==> config.mk <==
export PLATFORM = sky130hd
export DESIGN_NAME = dump_unit
export DESIGN_NICKNAME = d
export VERILOG_FILES = /design/src/rtl/dump_unit.sv
export SDC_FILE = /design/constraint.sdc
export NUM_CORES = 1
export LEC_CHECK = 0
export CAP_MARGIN = 20
export CORE_ASPECT_RATIO = 1.75
export CORE_MARGIN = 1.5
export CORE_UTILIZATION = 35
export DETAILED_ROUTE_END_ITERATION = 8
export GPL_ROUTABILITY_DRIVEN = 0
export PLACE_DENSITY = 0.67
export SYNTH_ARGS = -nofsm -noshare
export SYNTH_HDL_FRONTEND = slang
export SYNTH_SLANG_ARGS = --single-unit
==> constraint.sdc <==
create_clock -name clk -period 3.8 [get_ports clk]
set_input_delay 0.76 -clock clk [delete_from_list [all_inputs] [get_ports clk]]
set_output_delay 0.76 -clock clk [all_outputs]
set_load 0.02 [all_outputs]
### Met1 routing

Bar = 20 microns. Supply wires on this layer in grey.
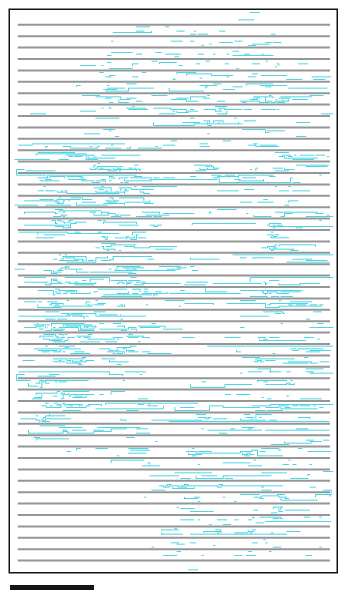
main direction: horizontal
wire length on this layer: 3180 microns
share of all routed wire: 38%
longest straight run: 38.2 microns
nets with wire on the layer: 430
global routing met1 resource utilization: 17.50%
final wirelength: 8334 microns
routed via count: 2838

### The metal 2 layer

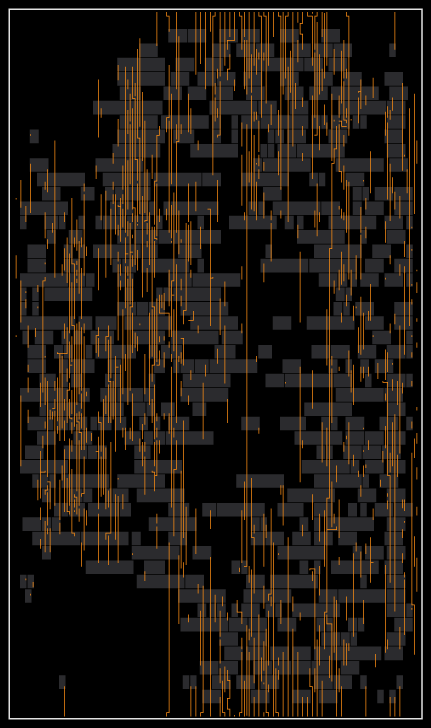
main direction: vertical
wire length on this layer: 4450 microns
share of all routed wire: 53%
longest straight run: 83.6 microns
nets with wire on the layer: 459
met2 Use GR: 29.28%

### Signal wires on met3

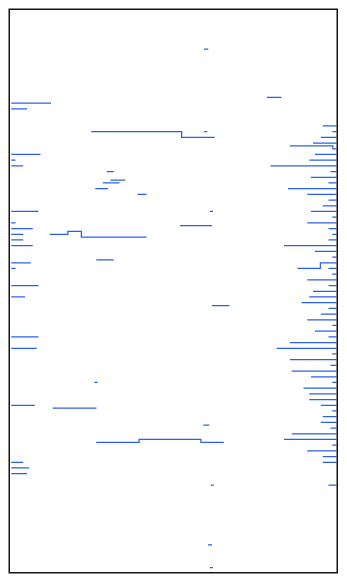
share of all routed wire: 6.2%
longest straight run: 21.4 microns
main direction: horizontal
met3 layer usage reported by global route: 4.490%

### Metal 4

Supply wires on this layer in grey.
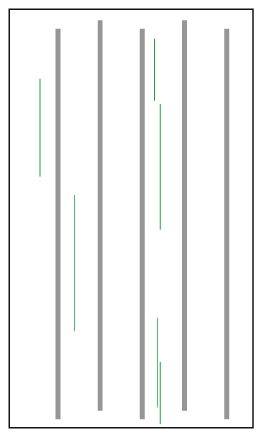
wire length on this layer: 183 microns
main direction: vertical
share of all routed wire: 2.2%

### Congestion heat map

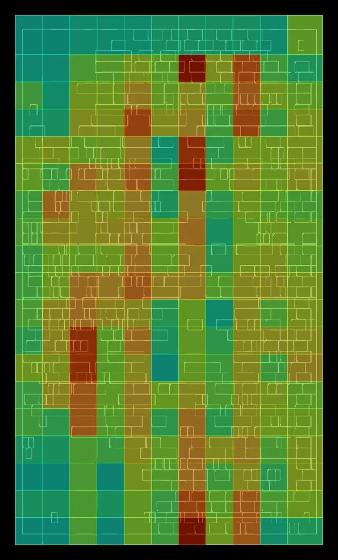
busiest grt layer: met2
DR WL/cell: 14.30 microns

==> report_table.html <==
<h3>Run summary</h3>
<table>
<tr><th>Metric</th><th>Value</th></tr>
<tr><th colspan="2">Outcome</th></tr>
<tr><td>Result of the run</td><td>complete, no violations</td></tr>
<tr><th colspan="2">GRT</th></tr>
<tr><td>Pin count of the biggest net entering global routing</td><td>42</td></tr>
<tr><td>GR Overflow Total</td><td>0</td></tr>
<tr><td>Number of global-route vias before repair</td><td>2706</td></tr>
<tr><td>Wire length of the first global-routing pass</td><td>13140 microns</td></tr>
<tr><th colspan="2">Clock network</th></tr>
<tr><td>Clock tree from TritonCTS</td><td>done</td></tr>
<tr><td>Post_cts resized</td><td>0</td></tr>
<tr><td>CTS hold repair buffers</td><td>0</td></tr>
<tr><td>Total clock sinks</td><td>around 67</td></tr>
<tr><td>CTS H-tree depth</td><td>3</td></tr>
<tr><td>Clk_lat worst skew</td><td>0.33 ns</td></tr>
<tr><td>Cell at the root of the clock tree</td><td>sky130_fd_sc_hd__clkbuf_16</td></tr>
<tr><td>Inserted Clock Buffers</td><td>9</td></tr>
<tr><th colspan="2">Cells and area</th></tr>
<tr><td>Post-layout net count</td><td>525</td></tr>
<tr><td>Fraction of final layout cells with drive strength greater than 1</td><td>about 8%</td></tr>
<tr><td>Comb. cell area</td><td>0.001541 sq mm</td></tr>
<tr><td>Flip-flop count of the largest register after layout</td><td>32</td></tr>
<tr><td>Antenna Cells</td><td>0</td></tr>
<tr><td>Growth of design area from synthesis to finish</td><td>43.47%</td></tr>
<tr><th colspan="2">Synthesis</th></tr>
<tr><td>Total number of yosys warnings</td><td>0</td></tr>
<tr><td>Yosys synthesis chip area</td><td>roughly 0.0034 sq mm</td></tr>
<tr><td>Count of flip-flops with a built-in enable after synthesis</td><td>0</td></tr>
<tr><td>Top cells by area, synth</td><td>sky130_fd_sc_hd__dfrtp_1, sky130_fd_sc_hd__mux2i_1, sky130_fd_sc_hd__o21ai_0, sky130_fd_sc_hd__buf_4, sky130_fd_sc_hd__nand2_1</td></tr>
<tr><td>Top cells by count</td><td>sky130_fd_sc_hd__dfrtp_1, sky130_fd_sc_hd__nand2_1, sky130_fd_sc_hd__o21ai_0</td></tr>
<tr><td>Unique masters post-synth</td><td>around 46</td></tr>
<tr><td>Cell accounting for the most synthesized area</td><td>sky130_fd_sc_hd__dfrtp_1</td></tr>
<tr><td>Average cell area after synthesis</td><td>10.17 sq um</td></tr>
<tr><td>Register share after synthesis</td><td>around half</td></tr>
<tr><td>Async set or reset register ratio after synthesis</td><td>100.0%</td></tr>
<tr><td>Fraction of synthesized cell area taken by the top area cell type</td><td>48.78%</td></tr>
<tr><th colspan="2">Setup path</th></tr>
<tr><td>Kind of end point of the critical path</td><td>register</td></tr>
<tr><td>CP peak stage delay</td><td>0.79 ns</td></tr>
<tr><td>Worst EP arrival</td><td>2.54 ns</td></tr>
<tr><td>Slowest library cell on the worst path</td><td>sky130_fd_sc_hd__dfrtp_1</td></tr>
<tr><td>Maximum fanout along the worst path</td><td>23</td></tr>
<tr><td>Worst reg-to-reg setup slack</td><td>1.47 ns</td></tr>
<tr><td>Type of origin of the critical path</td><td>register</td></tr>
<tr><td>Cells traversed along the worst timing path</td><td>nand3b_1 -&gt; a21oi_1 -&gt; o21ai_4 -&gt; mux2_2</td></tr>
<tr><td>Path type of the worst setup path</td><td>register to register</td></tr>
<tr><th colspan="2">Die</th></tr>
<tr><td>Total Die Area</td><td>0.01045 sq mm</td></tr>
<tr><td>Core Density at Floorplan</td><td>36.08%</td></tr>
<tr><td>Core ar.</td><td>0.009527 sq mm</td></tr>
<tr><td>Die X-Extent</td><td>77.91 microns</td></tr>
<tr><th colspan="2">STA</th></tr>
<tr><td>Period Utilization, post-route</td><td>61.21%</td></tr>
<tr><td>Highest achievable clock rate</td><td>0.4299 GHz</td></tr>
<tr><td>Hold Vio Cnt, Final</td><td>0</td></tr>
<tr><td>Count of pins over their slew limit</td><td>0</td></tr>
<tr><td>Worst-margin pin slew</td><td>0.8965 ns</td></tr>
<tr><td>Unrepaired setup endpoints after global routing</td><td>false</td></tr>
<tr><td>Worst Hold Margin</td><td>0.4754 ns</td></tr>
<tr><th colspan="2">Detailed routing</th></tr>
<tr><td>Violation tally from detailed-route iteration zero</td><td>83</td></tr>
<tr><td>Vias per cell</td><td>4.868</td></tr>
<tr><th colspan="2">Worst hold path</th></tr>
<tr><td>Worst hold-check path type</td><td>register to register</td></tr>
<tr><th colspan="2">Flow run</th></tr>
<tr><td>MaxCap Viol Count</td><td>0</td></tr>
</table>
[power by group]
part           switching, mW  internal, mW  leakage [nW]
clock network          0.284         0.512         0.146
logic                  0.943         0.749          1.09
registers              0.205         0.969         0.861
total                   1.43          2.23          2.09
[cell families after synthesis]
group,after synthesis,share of synthesized area [%]
AND-OR/OR-AND,88,15.87
AND/OR/NAND/NOR,86,11.94
flip-flops,67,48.78
buffers and inverters,48,9.064
multiplexers,42,12.56
XOR/XNOR,4,1.019
adder cells (fa/ha/maj),2,0.6552
other,1,0.1091
[stage by stage]
stage,worst slack (ns),power [mW],area (sq um)
6_report,1.474,3.661,4931
5_1_grt,1.293,3.923,4931
4_1_cts,1.474,3.718,4931
3_5_place_dp,1.443,2.902,4638
3_3_place_gp,1.476,2.857,4638
2_1_floorplan,1.975,2.231,3527
[metal layers]
metal / vias to the layer above / GRT usage, % / part of all wire, %
li1: 1380 / - / -
met1: 1331 / 17.50 / 38
met5: - / 0 / 0
met3: 14 / 4.490 / 6.2
met4: 0 / 6.250 / 2.2
met2: 113 / 29.28 / 53
[cell type report]
type	count	share of cell area (%)
Clock buffer	15	5.836
Clock inverter	1	0.1015
Inverter	5	0.3806
Multi-Input combinational cell	247	31.26
Sequential cell	67	34.00
Tap cell	122	3.096
Timing Repair Buffer	126	25.32
[cell usage in the layout (no fill, tap or decap), types with 7 or more instances in the layout]
cell type                           n
sky130_fd_sc_hd__a21oi_1            9
sky130_fd_sc_hd__nand2_1           54
sky130_fd_sc_hd__nand3_1            7
sky130_fd_sc_hd__dfrtp_1           67
sky130_fd_sc_hd__mux2i_1           33
sky130_fd_sc_hd__mux2_2             9
sky130_fd_sc_hd__o21ai_0           47
sky130_fd_sc_hd__conb_1            25
sky130_fd_sc_hd__clkdlybuf4s50_1  122
sky130_fd_sc_hd__clkbuf_16          9
Power and IR drop assume default switching activity.
